<file path="config.mk">
export PLATFORM = sky130hd
export DESIGN_NAME = gb_apu_wave_channel_param
export DESIGN_NICKNAME = d
export VERILOG_FILES = /design/src/rtl/gb_apu_wave_channel_param.sv
export SDC_FILE = /design/constraint.sdc
export NUM_CORES = 1
export LEC_CHECK = 0
export CAP_MARGIN = 20
export CORE_AREA = 2 2 131 133
export DETAILED_ROUTE_END_ITERATION = 6
export DIE_AREA = 0 0 133 135
export GPL_TIMING_DRIVEN = 0
export MAX_ROUTING_LAYER = met4
export PLACE_DENSITY = 0.83
export SYNTH_ARGS = -nofsm -noshare
export SYNTH_HDL_FRONTEND = slang
export SYNTH_SLANG_ARGS = --single-unit
</file>
<file path="constraint.sdc">
create_clock -name clk -period 9.43 [get_ports clk]
set_input_delay 1.886 -clock clk [delete_from_list [all_inputs] [get_ports clk]]
set_output_delay 1.886 -clock clk [all_outputs]
set_load 0.01 [all_outputs]
</file>
<file path="src/rtl/gb_apu_wave_channel_param.sv">
// Wave channel: private wave RAM with CPU byte port,
// programmable-rate sample playback, length timer and volume shift.
module gb_apu_wave_channel_param #(
  parameter int SAMPLE_W    = 4,
  parameter int NUM_SAMPLES = 32,
  parameter int FREQ_W      = 11,
  parameter int DIV_SHIFT   = 1,
  parameter int LENGTH_W    = 8,
  localparam int SPB = 8 / SAMPLE_W,
  localparam int NB  = NUM_SAMPLES / SPB,
  localparam int AW  = $clog2(NB),
  localparam int PW  = $clog2(NUM_SAMPLES)
) (
  input  logic                clk,
  input  logic                reset,
  input  logic                clk_length_ctr,
  input  logic                start,
  input  logic                dac_on,
  input  logic                single,
  input  logic                one_shot,
  input  logic [LENGTH_W-1:0] length,
  input  logic [1:0]          volume,
  input  logic [FREQ_W-1:0]   frequency,
  input  logic                cpu_we,
  input  logic [AW-1:0]       cpu_addr,
  input  logic [7:0]          cpu_wdata,
  output logic [7:0]          cpu_rdata,
  output logic [PW-1:0]       position,
  output logic [SAMPLE_W-1:0] level,
  output logic                enable
);

  localparam int DW = FREQ_W + DIV_SHIFT;
  localparam int CW = LENGTH_W + 1;
  localparam int SB = $clog2(SPB);

  logic [7:0]          ram [NB];
  logic                start_q;
  logic                lctr_q;
  logic                active;
  logic                active_nxt;
  logic [PW-1:0]       ptr;
  logic [DW-1:0]       div;
  logic [CW-1:0]       len_cnt;
  logic [SAMPLE_W-1:0] sample_buf;
  logic [SAMPLE_W-1:0] new_sample;
  logic [7:0]          fetch_byte;
  logic [3:0]          shamt;
  logic [1:0]          vshift;

  logic          trig;
  logic          len_tick;
  logic          step;
  logic          len_dec;
  logic          last;
  logic [PW-1:0] nxt_ptr;
  logic [DW-1:0] reload;
  logic [CW-1:0] len_load;
  logic [AW-1:0] byte_idx;

  assign trig     = start & ~start_q;
  assign len_tick = clk_length_ctr & ~lctr_q;
  assign reload   = DW'(frequency) << DIV_SHIFT;
  assign len_load = {1'b1, {LENGTH_W{1'b0}}}
                  - {1'b0, length};
  assign step     = active & ~trig & (&div);
  assign nxt_ptr  = ptr + 1'b1;
  assign last     = (ptr == PW'(NUM_SAMPLES - 1));
  assign len_dec  = len_tick & single & active
                  & ~trig & (len_cnt != '0);
  assign byte_idx = AW'(nxt_ptr >> SB);

  // Pick the sample at the next pointer out of its byte
  always_comb begin
    fetch_byte = ram[byte_idx];
    shamt = 4'(((SPB - 1) - (int'(nxt_ptr) % SPB)) * SAMPLE_W);
    new_sample = SAMPLE_W'(fetch_byte >> shamt);
  end

  // Next active flag; dac_on low overrides everything
  always_comb begin
    active_nxt = active;
    if (trig) begin
      active_nxt = 1'b1;
    end else begin
      if (step && one_shot && last)
        active_nxt = 1'b0;
      if (len_dec && len_cnt == CW'(1))
        active_nxt = 1'b0;
    end
    if (!dac_on)
      active_nxt = 1'b0;
  end

  // Edge detect registers and active flag
  always_ff @(posedge clk or posedge reset) begin
    if (reset) begin
      start_q <= 1'b0;
      lctr_q  <= 1'b0;
      active  <= 1'b0;
    end else begin
      start_q <= start;
      lctr_q  <= clk_length_ctr;
      active  <= active_nxt;
    end
  end

  // Pointer, divider, length counter and sample buffer
  always_ff @(posedge clk or posedge reset) begin
    if (reset) begin
      ptr        <= '0;
      div        <= '0;
      len_cnt    <= '0;
      sample_buf <= '0;
    end else if (trig) begin
      ptr     <= '0;
      div     <= reload;
      len_cnt <= len_load;
    end else begin
      if (active)
        div <= (&div) ? reload : div + 1'b1;
      if (step) begin
        ptr        <= nxt_ptr;
        sample_buf <= new_sample;
      end
      if (len_dec)
        len_cnt <= len_cnt - 1'b1;
    end
  end

  // Wave RAM; CPU writes only land while the channel is idle
  always_ff @(posedge clk or posedge reset) begin
    if (reset) begin
      for (int i = 0; i < NB; i++)
        ram[i] <= '0;
    end else if (cpu_we && !active) begin
      ram[cpu_addr] <= cpu_wdata;
    end
  end

  // Output level with volume shift
  always_comb begin
    vshift = volume - 2'd1;
    level  = '0;
    if (active && dac_on && volume != 2'b00)
      level = sample_buf >> vshift;
  end

  assign cpu_rdata = active ? 8'hFF : ram[cpu_addr];
  assign position  = ptr;
  assign enable    = active;

endmodule
</file>
Fig. 1: run 1, cells by drive strength
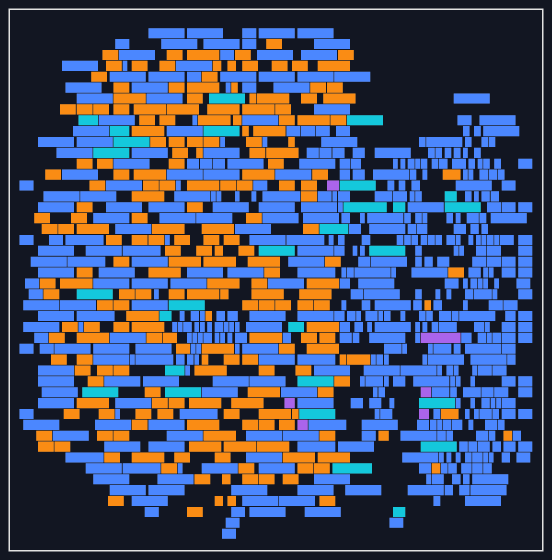
Key: blue = x1 and smaller [cells 518]; cyan = x6 and larger [cells 28]; purple = x3 and x4 [cells 6]; orange = x2 [cells 217]

Fig. 2: run 1, the metal 3 layer
Cells faint in the background.
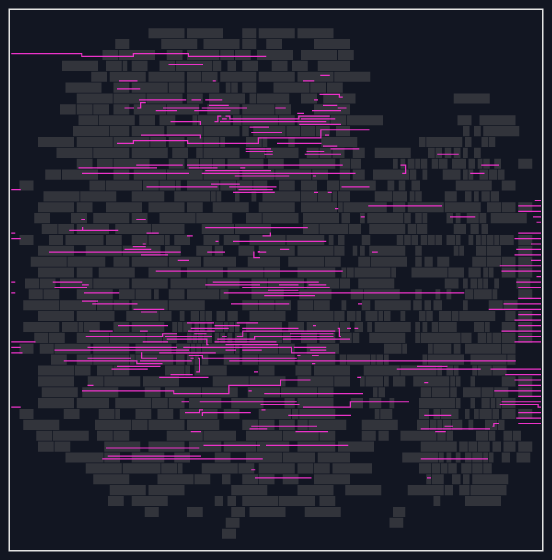
The layer carries 2,300 um of wire. The wires run mostly horizontal. The longest straight run is 71.3 um.

Fig. 3: run 1, routed clock nets over the placement
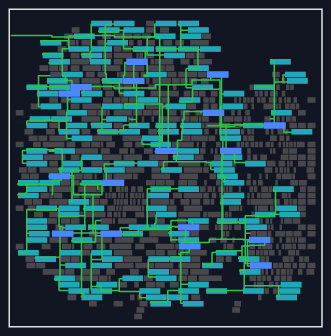
Key: green = clock wires [length 2,000 um]; blue = clock-net drivers [count 17]; cyan = flip-flops [count 161]
Position of the flops: spread over the die.

==> report_table.html, run 1 <==
<h2>Implementation results</h2>
<table>
<tr><th>Metric</th><th>Value</th></tr>
<tr><th colspan="2">Logic synthesis</th></tr>
<tr><td>MUX area fraction</td><td>35.7%</td></tr>
<tr><td>Area fraction in and, or, nand and nor cells</td><td>8.53%</td></tr>
<tr><td>Number of synthesized flops with an enable pin</td><td>0</td></tr>
<tr><td>XOR Share, Synth</td><td>1.55%</td></tr>
<tr><td>Cell area after synthesis</td><td>8990 um^2</td></tr>
<tr><td>Number of cells in the yosys synthesis report</td><td>679</td></tr>
<tr><td>Cells after synthesis</td><td>679</td></tr>
<tr><td>Library cells used by synthesis</td><td>53</td></tr>
<tr><td>Top non-seq family</td><td>multiplexers</td></tr>
<tr><td>Syn_nets</td><td>around 730</td></tr>
<tr><td>Largest cells by area after synthesis</td><td>sky130_fd_sc_hd__dfrtp_1 (45%), sky130_fd_sc_hd__mux2_2 (17%), sky130_fd_sc_hd__mux4_2 (13%), sky130_fd_sc_hd__mux4_1 (4.1%), sky130_fd_sc_hd__nand2_1 (1.5%)</td></tr>
<tr><td>Yosys top cell by instances</td><td>sky130_fd_sc_hd__dfrtp_1</td></tr>
<tr><td>Yosys synthesis chip area</td><td>8990 um^2</td></tr>
<tr><td>Primary flip-flop cell chosen by synthesis mapping</td><td>sky130_fd_sc_hd__dfrtp_1</td></tr>
<tr><td>Fraction of the yosys area taken by sequential cells</td><td>approximately 45%</td></tr>
<tr><td>Register bit count reported by yosys</td><td>161</td></tr>
<tr><th colspan="2">Floorplanning</th></tr>
<tr><td>Floorplan die width</td><td>133 um</td></tr>
<tr><td>Area of the core region</td><td>between 15,000 and 20,000 um^2</td></tr>
<tr><td>Well Taps</td><td>approximately 220</td></tr>
<tr><td>Die Span Y</td><td>135 um</td></tr>
<tr><th colspan="2">Placed design</th></tr>
<tr><td>Post-Place Cell Area</td><td>a little under 10,000 um^2</td></tr>
<tr><td>Count of buffers inserted at the top-level ports</td><td>~57</td></tr>
<tr><td>GP Congestion</td><td>0.956</td></tr>
<tr><td>Post-detail-place hpwl</td><td>16.9 mm</td></tr>
<tr><td>Placed instance count</td><td>957</td></tr>
<tr><td>Worst setup slack after placement</td><td>2.45 ns</td></tr>
<tr><th colspan="2">Routing</th></tr>
<tr><td>WL final</td><td>between 20 and 25 mm</td></tr>
<tr><td>Vias</td><td>about 6,600</td></tr>
<tr><td>DR DRC count</td><td>0</td></tr>
<tr><td>WL per Instance</td><td>24.2 um</td></tr>
<tr><td>Initial DRC Count</td><td>666</td></tr>
<tr><th colspan="2">Clock network</th></tr>
<tr><td>Clock root buffer master</td><td>sky130_fd_sc_hd__clkbuf_16</td></tr>
<tr><td>Post-cts resize count</td><td>0</td></tr>
<tr><td>Clk latency late pin</td><td>0.44 ns</td></tr>
<tr><td>Maximum count of clock buffers along a single path</td><td>2</td></tr>
<tr><td>Clock tree from TritonCTS</td><td>done</td></tr>
<tr><th colspan="2">Layout</th></tr>
<tr><td>Multi-input gates</td><td>466</td></tr>
<tr><td>Combinational share of cell area</td><td>~45%</td></tr>
<tr><td>Number of non-clock inverters</td><td>11</td></tr>
<tr><td>Flip-flops</td><td>approximately 160</td></tr>
<tr><td>Clock-cell share of area</td><td>5.50%</td></tr>
<tr><td>Sequential share of cell area</td><td>38.6%</td></tr>
<tr><td>Non-filler cells, final</td><td>between 900 and 1,000</td></tr>
<tr><td>Total non-filler cell area in the finished layout</td><td>10,400 um^2</td></tr>
<tr><td>Biggest register</td><td>ram</td></tr>
<tr><td>Final core utilization</td><td>63.7%</td></tr>
<tr><td>Antenna Diode Count</td><td>0</td></tr>
<tr><td>Leading cell types in the layout, fill and taps excluded</td><td>sky130_fd_sc_hd__dfrtp_1 (161), sky130_fd_sc_hd__mux2_2 (138), sky130_fd_sc_hd__clkdlybuf4s50_1 (57)</td></tr>
<tr><td>Highest-count logic cell in the final layout</td><td>sky130_fd_sc_hd__dfrtp_1</td></tr>
<tr><td>Layout non-clock buf frac</td><td>7.53%</td></tr>
<tr><td>Largest cell class by area</td><td>combinational gates</td></tr>
<tr><th colspan="2">Run status</th></tr>
<tr><td>Outcome</td><td>finished, final reports clean</td></tr>
<tr><th colspan="2">GRT</th></tr>
<tr><td>Tot GR Track Use</td><td>28.8%</td></tr>
<tr><td>Overflow after GRT</td><td>0</td></tr>
<tr><th colspan="2">STA</th></tr>
<tr><td>Setup ws final</td><td>2.36 ns</td></tr>
<tr><td>Share of the clock period used by the worst path after layout</td><td>75.0%</td></tr>
<tr><td>Tightest Pin Transition</td><td>1.04 ns</td></tr>
<tr><td>Final worst hold slack</td><td>0.530 ns</td></tr>
<tr><td>Setup Total Neg Slack</td><td>0 ns</td></tr>
<tr><td>Remaining max-slew budget at the tightest pin</td><td>30.5%</td></tr>
<tr><td>Tmin final</td><td>7.07 ns</td></tr>
<tr><td>Setup repair after global routing missed its margin</td><td>false</td></tr>
<tr><td>Highest attainable clock frequency</td><td>0.141 GHz</td></tr>
<tr><th colspan="2">Run</th></tr>
<tr><td>Max-capacitance violation count</td><td>0</td></tr>
<tr><th colspan="2">Critical path</th></tr>
<tr><td>Instance count on the critical path</td><td>7</td></tr>
<tr><td>Slowest cell delay on critical path</td><td>between 0.7 and 0.8 ns</td></tr>
<tr><td>Cell depth of the worst flop-to-flop path</td><td>8</td></tr>
<tr><td>Critical Path Start Type</td><td>input pin</td></tr>
<tr><th colspan="2">Power and ir drop</th></tr>
<tr><td>Power Dens Cells</td><td>205 nW/um^2</td></tr>
<tr><th colspan="2">Hold path</th></tr>
<tr><td>Hold crit path type</td><td>reg -&gt; reg</td></tr>
</table>
-- run 1: power breakdown --
group	switching [mW]	internal (mW)	leakage, nW
logic	0.182	0.301	2.11
clock network	0.290	0.387	0.270
registers	0.137	0.846	1.99
-- run 1: path summary, 6_finish.rpt --
path	end	slack, ns
worst max-delay path	cpu_rdata[1]	2.36
worst min-delay path	ram[40]$_DFFE_PP0P_	0.53
worst max register to register	sample_buf[3]$_DFFE_PP0P_	6.33
worst min register to register	ram[40]$_DFFE_PP0P_	0.53
max in group asynchronous	ram[22]$_DFFE_PP0P_	6.59
min in group asynchronous	len_cnt[5]$_DFFE_PP0P_	2.02
-- run 1: layer usage --
metal	share of wire [%]	global-route usage [%]	routed length, um
met1	38	35.0	9100
met2	49	44.8	11700
met3	9.6	8.41	2300
met4	3.4	13.6	820
met5	0	-	0
==> inputs of run 2 (changes only) <==
- clock period: 9.43 -> 7.3 ns (I/O delays scaled with it)
Fig. 4: run 2, gate families picked out
Scale bar: 50 um.
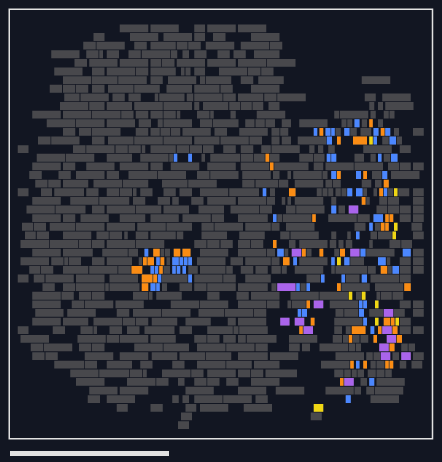
Key: orange = nor cells [cells 54, most used nor2_1]; yellow = inv cells [cells 11, most used inv_1]; purple = xor and xnor cells [cells 15, most used xnor2_1, where south-east]; blue = nand cells [cells 66, most used nand2_1]

==> run 2 against run 1 <==
Effect of this change: non-clock buffer count unchanged; area after synthesis unchanged; worst setup slack worse by 1.3 ns; synthesized cell count unchanged; sequential power up 29%; via count unchanged; register-to-register slack worse by 2.1 ns; hold slack unchanged; global-route usage unchanged; largest power group unchanged.
==> report_table.html, run 2 <==
<h2>Implementation results</h2>
<table>
<tr><th>Metric</th><th>Value</th></tr>
<tr><th colspan="2">STA</th></tr>
<tr><td>Final worst hold slack</td><td>0.530 ns</td></tr>
<tr><td>Highest attainable clock frequency</td><td>0.161 GHz</td></tr>
<tr><td>Remaining max-slew budget at the tightest pin</td><td>30.5%</td></tr>
<tr><td>Tmin final</td><td>slightly above 6 ns</td></tr>
<tr><th colspan="2">Critical path</th></tr>
<tr><td>Instance count on the critical path</td><td>7</td></tr>
<tr><td>Critical Path Start Type</td><td>input pin</td></tr>
<tr><td>Slowest cell delay on critical path</td><td>0.79 ns</td></tr>
<tr><td>Endpoint of the most critical register-to-register path</td><td>sample_buf[3]$_DFFE_PP0P_</td></tr>
<tr><th colspan="2">Power and ir drop</th></tr>
<tr><td>Part of the power in registers</td><td>a little under half</td></tr>
<tr><td>Power of the clock network</td><td>874 uW</td></tr>
<tr><td>Power Dens Cells</td><td>265 nW/um^2</td></tr>
<tr><td>Sequential group power</td><td>approximately 1.3 mW</td></tr>
<tr><td>Cell-internal power</td><td>between 1.5 and 2 mW</td></tr>
<tr><td>Net Sw Power</td><td>788 uW</td></tr>
<tr><td>Gate power share</td><td>22.5%</td></tr>
<tr><th colspan="2">GRT</th></tr>
<tr><td>Overflow after GRT</td><td>0</td></tr>
<tr><td>Global-route track usage on met3</td><td>8.41%</td></tr>
<tr><th colspan="2">Logic synthesis</th></tr>
<tr><td>Primary flip-flop cell chosen by synthesis mapping</td><td>sky130_fd_sc_hd__dfrtp_1</td></tr>
<tr><td>Fraction of the yosys area taken by sequential cells</td><td>44.8%</td></tr>
<tr><td>Number of synthesized flops with an enable pin</td><td>0</td></tr>
<tr><td>Cells after synthesis</td><td>~680</td></tr>
<tr><td>Yosys synthesis chip area</td><td>8990 um^2</td></tr>
<tr><td>Register bit count reported by yosys</td><td>161</td></tr>
<tr><td>Number of cells in the yosys synthesis report</td><td>679</td></tr>
<tr><th colspan="2">Run status</th></tr>
<tr><td>Outcome</td><td>finished, final reports clean</td></tr>
<tr><th colspan="2">Layout</th></tr>
<tr><td>Total non-filler cell area in the finished layout</td><td>10,400 um^2</td></tr>
<tr><td>Highest-count logic cell in the final layout</td><td>sky130_fd_sc_hd__dfrtp_1</td></tr>
<tr><td>Biggest register</td><td>ram</td></tr>
<tr><td>Leading cell types in the layout, fill and taps excluded</td><td>sky130_fd_sc_hd__dfrtp_1 (161), sky130_fd_sc_hd__mux2_2 (138), sky130_fd_sc_hd__clkdlybuf4s50_1 (57)</td></tr>
<tr><td>Non-filler cells, final</td><td>989</td></tr>
<tr><th colspan="2">Clock network</th></tr>
<tr><td>Clock root buffer master</td><td>sky130_fd_sc_hd__clkbuf_16</td></tr>
<tr><td>Clock tree from TritonCTS</td><td>done</td></tr>
<tr><td>Maximum count of clock buffers along a single path</td><td>2</td></tr>
<tr><th colspan="2">Hold path</th></tr>
<tr><td>Worst-case hold path end point</td><td>ram[40]$_DFFE_PP0P_</td></tr>
<tr><th colspan="2">Placed design</th></tr>
<tr><td>Placed instance count</td><td>957</td></tr>
<tr><td>Post-Place Cell Area</td><td>9870 um^2</td></tr>
<tr><td>Count of buffers inserted at the top-level ports</td><td>~57</td></tr>
<tr><td>Worst setup slack after placement</td><td>1.18 ns</td></tr>
<tr><td>Post-detail-place hpwl</td><td>roughly 17 mm</td></tr>
<tr><th colspan="2">Routing</th></tr>
<tr><td>Initial DRC Count</td><td>~670</td></tr>
<tr><td>DR DRC count</td><td>0</td></tr>
<tr><td>Routed length on met2</td><td>roughly 12 mm</td></tr>
<tr><th colspan="2">Run</th></tr>
<tr><td>Max-capacitance violation count</td><td>0</td></tr>
</table>
## run 2: layout make-up
cell class	instances	area (um^2)
buffer	41	189
clock buffer	22	474
clock inverter	10	100
fill	1158	5960
inverter	11	46.3
multi-input combinational	466	4730
sequential	161	4030
tap	220	275
timing repair buffer	58	598
## run 2: cell families (layout without fill, tap and decap cells)
kind of cell | count (synthesis) | count (layout) | synth area share (%)
adder cells (fa/ha/maj) | 8 | 8 | 1.11
buffers and inverters | 52 | 142 | 2.56
multiplexers | 214 | 214 | 35.7
AND-OR/OR-AND | 77 | 77 | 5.76
XOR/XNOR | 15 | 15 | 1.55
AND/OR/NAND/NOR | 152 | 152 | 8.53
flip-flops | 161 | 161 | 44.8
Power and IR drop assume default switching activity.
